[config.mk]
export PLATFORM = sky130hd
export DESIGN_NAME = fetch_stage_ctrl
export DESIGN_NICKNAME = d
export VERILOG_FILES = /design/src/rtl/fetch_pkg.sv /design/src/rtl/pc_register.sv /design/src/rtl/fetch_stage_ctrl.sv
export SDC_FILE = /design/constraint.sdc
export NUM_CORES = 1
export LEC_CHECK = 0
export CAP_MARGIN = 15
export CORE_MARGIN = 5
export CORE_UTILIZATION = 40
export CTS_CLUSTER_SIZE = 40
export DETAILED_ROUTE_END_ITERATION = 16
export PLACE_DENSITY = 0.71
export SETUP_SLACK_MARGIN = 0.4
export SLEW_MARGIN = 20
export SYNTH_ARGS = -nofsm -noshare
export SYNTH_HDL_FRONTEND = slang
export SYNTH_SLANG_ARGS = --single-unit
export TNS_END_PERCENT = 100
[constraint.sdc]
create_clock -name clk -period 5.1 [get_ports clk]
set_input_delay 0.765 -clock clk [delete_from_list [all_inputs] [get_ports clk]]
set_output_delay 0.765 -clock clk [all_outputs]
set_load 0.05 [all_outputs]
[src/rtl/fetch_pkg.sv]
// Shared widths, fetch constants and the IF/ID record for the 16-bit 5-stage core fetch stage.
package fetch_pkg;

    localparam int INST_W = 16;
    localparam int PC_W   = 16;

    localparam logic [INST_W-1:0] NOP_INST = 16'h0000;
    localparam logic [3:0]        HLT_OPC  = 4'hF;

    typedef struct packed {
        logic [INST_W-1:0] inst;
        logic [PC_W-1:0]   pc_plus2;
        logic              valid;
    } if_id_t;

    typedef enum logic {
        RUN  = 1'b0,
        HALT = 1'b1
    } fetch_state_e;

endpackage

[src/rtl/pc_register.sv]
// Program counter: async-reset register with write-enable and a next-value mux
// selecting sequential (+2) or redirect target; holding is expressed by we=0.
module pc_register
    import fetch_pkg::*;
#(
    parameter logic [PC_W-1:0] RESET_PC = 16'h0000
)(
    input  logic            clk,
    input  logic            rst,
    input  logic            we,
    input  logic            selTarget,
    input  logic [PC_W-1:0] target,
    output logic [PC_W-1:0] pc,
    output logic [PC_W-1:0] pcPlus2
);

    logic [PC_W-1:0] pcNext;

    // Modulo-2^16 increment; 16'hFFFE rolls over to 16'h0000 silently.
    assign pcPlus2 = pc + PC_W'(2);
    assign pcNext  = selTarget ? target : pcPlus2;

    always_ff @(posedge clk or posedge rst) begin
        if (rst) begin
            pc <= RESET_PC;
        end else if (we) begin
            pc <= pcNext;
        end
    end

endmodule

[src/rtl/fetch_stage_ctrl.sv]
// Fetch stage: PC, IF/ID latch and HLT state under stall / IF_Flush control.
// Optional stall/flush performance counters are built when FETCH_PERF_CNT_EN is defined.
module fetch_stage_ctrl
    import fetch_pkg::*;
#(
    parameter logic [PC_W-1:0]   RESET_PC = 16'h0000,
    parameter logic [INST_W-1:0] NOP_INST = 16'h0000,
    parameter logic [3:0]        HLT_OPC  = 4'hF
)(
    input  logic              clk,
    input  logic              rst,
    input  logic              stall,
    input  logic              if_flush,
    input  logic [PC_W-1:0]   br_target,
    output logic [PC_W-1:0]   imem_addr,
    input  logic [INST_W-1:0] imem_data,
    output logic [INST_W-1:0] if_id_inst,
    output logic [PC_W-1:0]   if_id_pc_plus2,
    output logic              if_id_valid,
    output logic              fetch_halted
`ifdef FETCH_PERF_CNT_EN
    ,
    output logic [15:0]       stall_cnt,
    output logic [15:0]       flush_cnt
`endif
);

    fetch_state_e    state, stateNext;
    if_id_t          ifId_p1, ifIdNext;
    logic            pcWe, pcSelTarget, hltFetch;
    logic [PC_W-1:0] pc, pcPlus2;

    assign hltFetch = (imem_data[15:12] == HLT_OPC);

    pc_register #(
        .RESET_PC (RESET_PC)
    ) uPcReg (
        .clk       (clk),
        .rst       (rst),
        .we        (pcWe),
        .selTarget (pcSelTarget),
        .target    (br_target),
        .pc        (pc),
        .pcPlus2   (pcPlus2)
    );

    always_ff @(posedge clk or posedge rst) begin
        if (rst) begin
            state <= RUN;
        end else begin
            state <= stateNext;
        end
    end

    // Stall outranks flush: branch operands are unresolved while stalled.
    always_comb begin
        stateNext   = state;
        pcWe        = 1'b0;
        pcSelTarget = 1'b0;
        ifIdNext    = ifId_p1;
        if (!stall) begin
            if (if_flush) begin
                pcWe        = 1'b1;
                pcSelTarget = 1'b1;
                ifIdNext    = '{inst: NOP_INST, pc_plus2: '0, valid: 1'b0};
                stateNext   = RUN;
            end else if (state == HALT || hltFetch) begin
                ifIdNext  = '{inst: imem_data, pc_plus2: pcPlus2, valid: 1'b1};
                stateNext = HALT;
            end else begin
                pcWe     = 1'b1;
                ifIdNext = '{inst: imem_data, pc_plus2: pcPlus2, valid: 1'b1};
            end
        end
    end

    // IF -> ID boundary
    always_ff @(posedge clk or posedge rst) begin
        if (rst) begin
            ifId_p1 <= '{inst: NOP_INST, pc_plus2: '0, valid: 1'b0};
        end else begin
            ifId_p1 <= ifIdNext;
        end
    end

    assign imem_addr      = pc;
    assign if_id_inst     = ifId_p1.inst;
    assign if_id_pc_plus2 = ifId_p1.pc_plus2;
    assign if_id_valid    = ifId_p1.valid;
    assign fetch_halted   = (state == HALT);

`ifdef FETCH_PERF_CNT_EN
    function automatic logic [15:0] satInc(input logic [15:0] v);
        return (v == 16'hFFFF) ? v : v + 16'd1;
    endfunction

    always_ff @(posedge clk or posedge rst) begin
        if (rst) begin
            stall_cnt <= '0;
            flush_cnt <= '0;
        end else begin
            if (stall) begin
                stall_cnt <= satInc(stall_cnt);
            end
            if (if_flush && !stall) begin
                flush_cnt <= satInc(flush_cnt);
            end
        end
    end
`else
    // No performance counters in this build.
`endif

endmodule

sizes.png
Drawn at 4 px/µm.
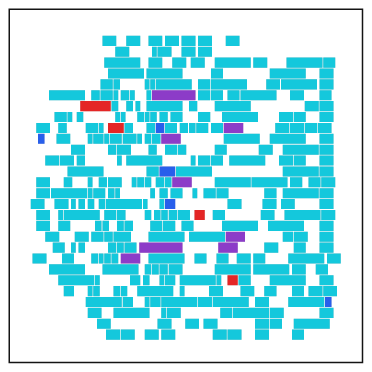
colour	size	cells	share
blue	_2 cells	5	1.6%
red	_3 and _4 cells	4	1.3%
purple	_6 and larger	8	2.6%
cyan	_0 and _1 cells	292	94%
setup ws final: 2440 ps
Final Cell Area: 3438 µm²

cell_density.png
Drawn at 4 px/µm. The die is cut into 9 by 9 equal tiles; dark blue is low, red is high, 0 to 100% covered.
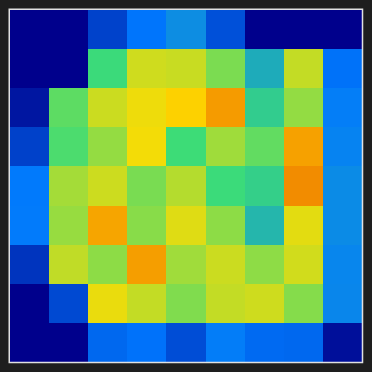
nearly empty tiles	12%
tiles over 75% full	7.4%
densest ninth of the die	middle
fullest tile	84%
mean over tiles	43%
emptiest ninth of the die	top left
post-layout util: 0.5807
fp_density: 0.4106
Core ar.: 5921 µm²

==> results_slide.txt <==
Flow Results at a Glance

Run status
  – Status: finished clean

Synthesis
  – Area reported by Yosys stat: 2431 µm²
  – Avg Inst Size Synth: 10.39 µm²
  – Syn Inst Count: about 230
  – # Cells Yosys: 234
  – Yosys cell types: 45
  – Logic family by area: AND-OR/OR-AND gates
  – Mapped cell area: 2431 µm²
  – Commonest flop: dfrtp_1
  – Adders+Majority by Area: 0.005147
  – Most frequent cells after synthesis: dfrtp_1, a22o_1, nand2_1, a21oi_1, nor2_1
  – Synth warn: 0
  – Number of enable flip-flop cells: 0
  – Area leader share: 0.5147
  – Synth area leader: dfrtp_1

Hold path
  – Hold Path Depth: 1
  – Hold Path Sink: if_id_valid$_DFFE_PP0N_
  – Hold Path Class: reg -> reg

Setup path
  – Cells along the critical path: clkdlybuf4s50_1
  – R2r startpoint: uPcReg.pc[1]$_DFFE_PP0P_
  – Kind of critical path: reg -> out
  – Critical path origin: uPcReg.pc[9]$_DFFE_PP0P_
  – CP bufs+invs: 1
  – Setup crit end: imem_addr[9]
  – Critical Path Max Stage Delay: 910 ps
  – Crit start category: flop
  – RR Endpoint: uPcReg.pc[15]$_DFFE_PP0P_
  – R2r worst-path depth: 5

Clock network
  – CTS tree: yes
  – Clock buffer depth: 2
  – Post-CTS setup buffers: 0
  – Clk slew on worst S/H paths: 90 ps
  – Htree depth: 2
  – Root Driver: clkbuf_8
  – Clk ins delay skew pair: 300 ps
  – CTS hold repair buffers: 0
  – Post-cts sizing count: 0
  – Clk sinks: 50
  – Total CTS buffers: 5

Place
  – Inst Count DP: 376
  – PortBufs: 85
  – DP Area: about 3300 µm²
  – Final GP Congestion: 0.8872
  – Placed wire-length estimate: 4.768 mm
  – Worst slack, placed: roughly 2200 ps

Run
  – OpenROAD warning count: 26
  – Max Cap Violations: 0

Finish
  – Logic area: 1070 µm²
  – Reg area: 1251 µm²
  – Post-Layout Cell Count: ~380
  – Clock network area share: 0.04148
  – Comb area share: 0.3111
  – Non-clk invs: 5
  – Number of clock buffers in the layout: 6
  – Data buffer area share: 0.2504
  – Final nets: between 300 and 400
  – Buffers, non-clock: 87

Final timing
  – Setup violations, final: 0
  – Total negative slack: 0 ps
  – Final hold vios: 0
  – RSZ-0062 raised after global routing: false
  – Final period util: 0.5216
  – FMAX: roughly 380 MHz
  – Worst Skew: 7.503 ps
  – Slew Limit Headroom: 0.3137
  – Final Slew Violations: 0
  – Min Clock Period, post-route: 2660 ps

Drt
  – Detail Route met3 WL: ~670 µm
  – Met1 wire length: 2.955 mm
  – Metal2 WL: 3.140 mm
  – # DRC: 0
  – Antenna-violating nets left: 0
  – Via/cell ratio: 5.721
  – Initial drt markers: between 100 and 150
  – Via count: 2197
  – DR WL/cell: between 15 and 20 µm

Global routing
  – Total gr overflow: 0
  – First-pass GRT wire length: 10.65 mm
  – Global Route met3 Usage: 0.04516
  – Busiest grt layer: met2
  – Initial antenna violation count: 0

Floorplan
  – Ports: 86
  – DIE HEIGHT: a little under 90 µm
  – Die ar.: 7737 µm²

Power and ir drop
  – Switching portion of total power: 0.3610
  – Clk pwr share: 0.271
  – Seq pwr: 500 µW
  – Clk power: 342 µW
  – Peak VDD IR: 168.6 µV
  – Static Leak: about 1.4 nW
  – Power density cells: around 370 nW/µm²
  – Power Internal: 807.4 µW
  – Combinational cell power: 422 µW
layer_met1.png
Drawn at 6 px/µm. Supply wires on this layer in grey.
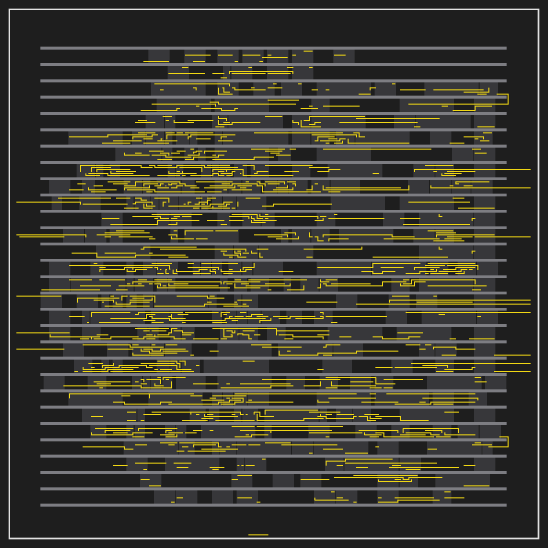
nets with wire on the layer	297
wire length on this layer	2960 µm
longest straight run	29.0 µm
WL final: 6.841 mm
met1 usage: 0.2534

placement.png
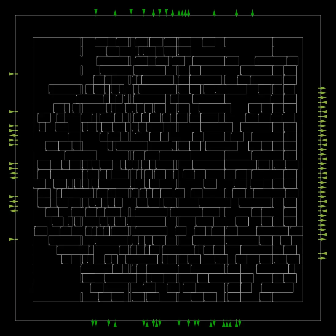
flop share of the area: 0.3639
number of fill cells in the layout: 524
tap cells: 75
registers: 50
Rows: 28

No activity file was given, so power comes from the tool's default toggle rates.
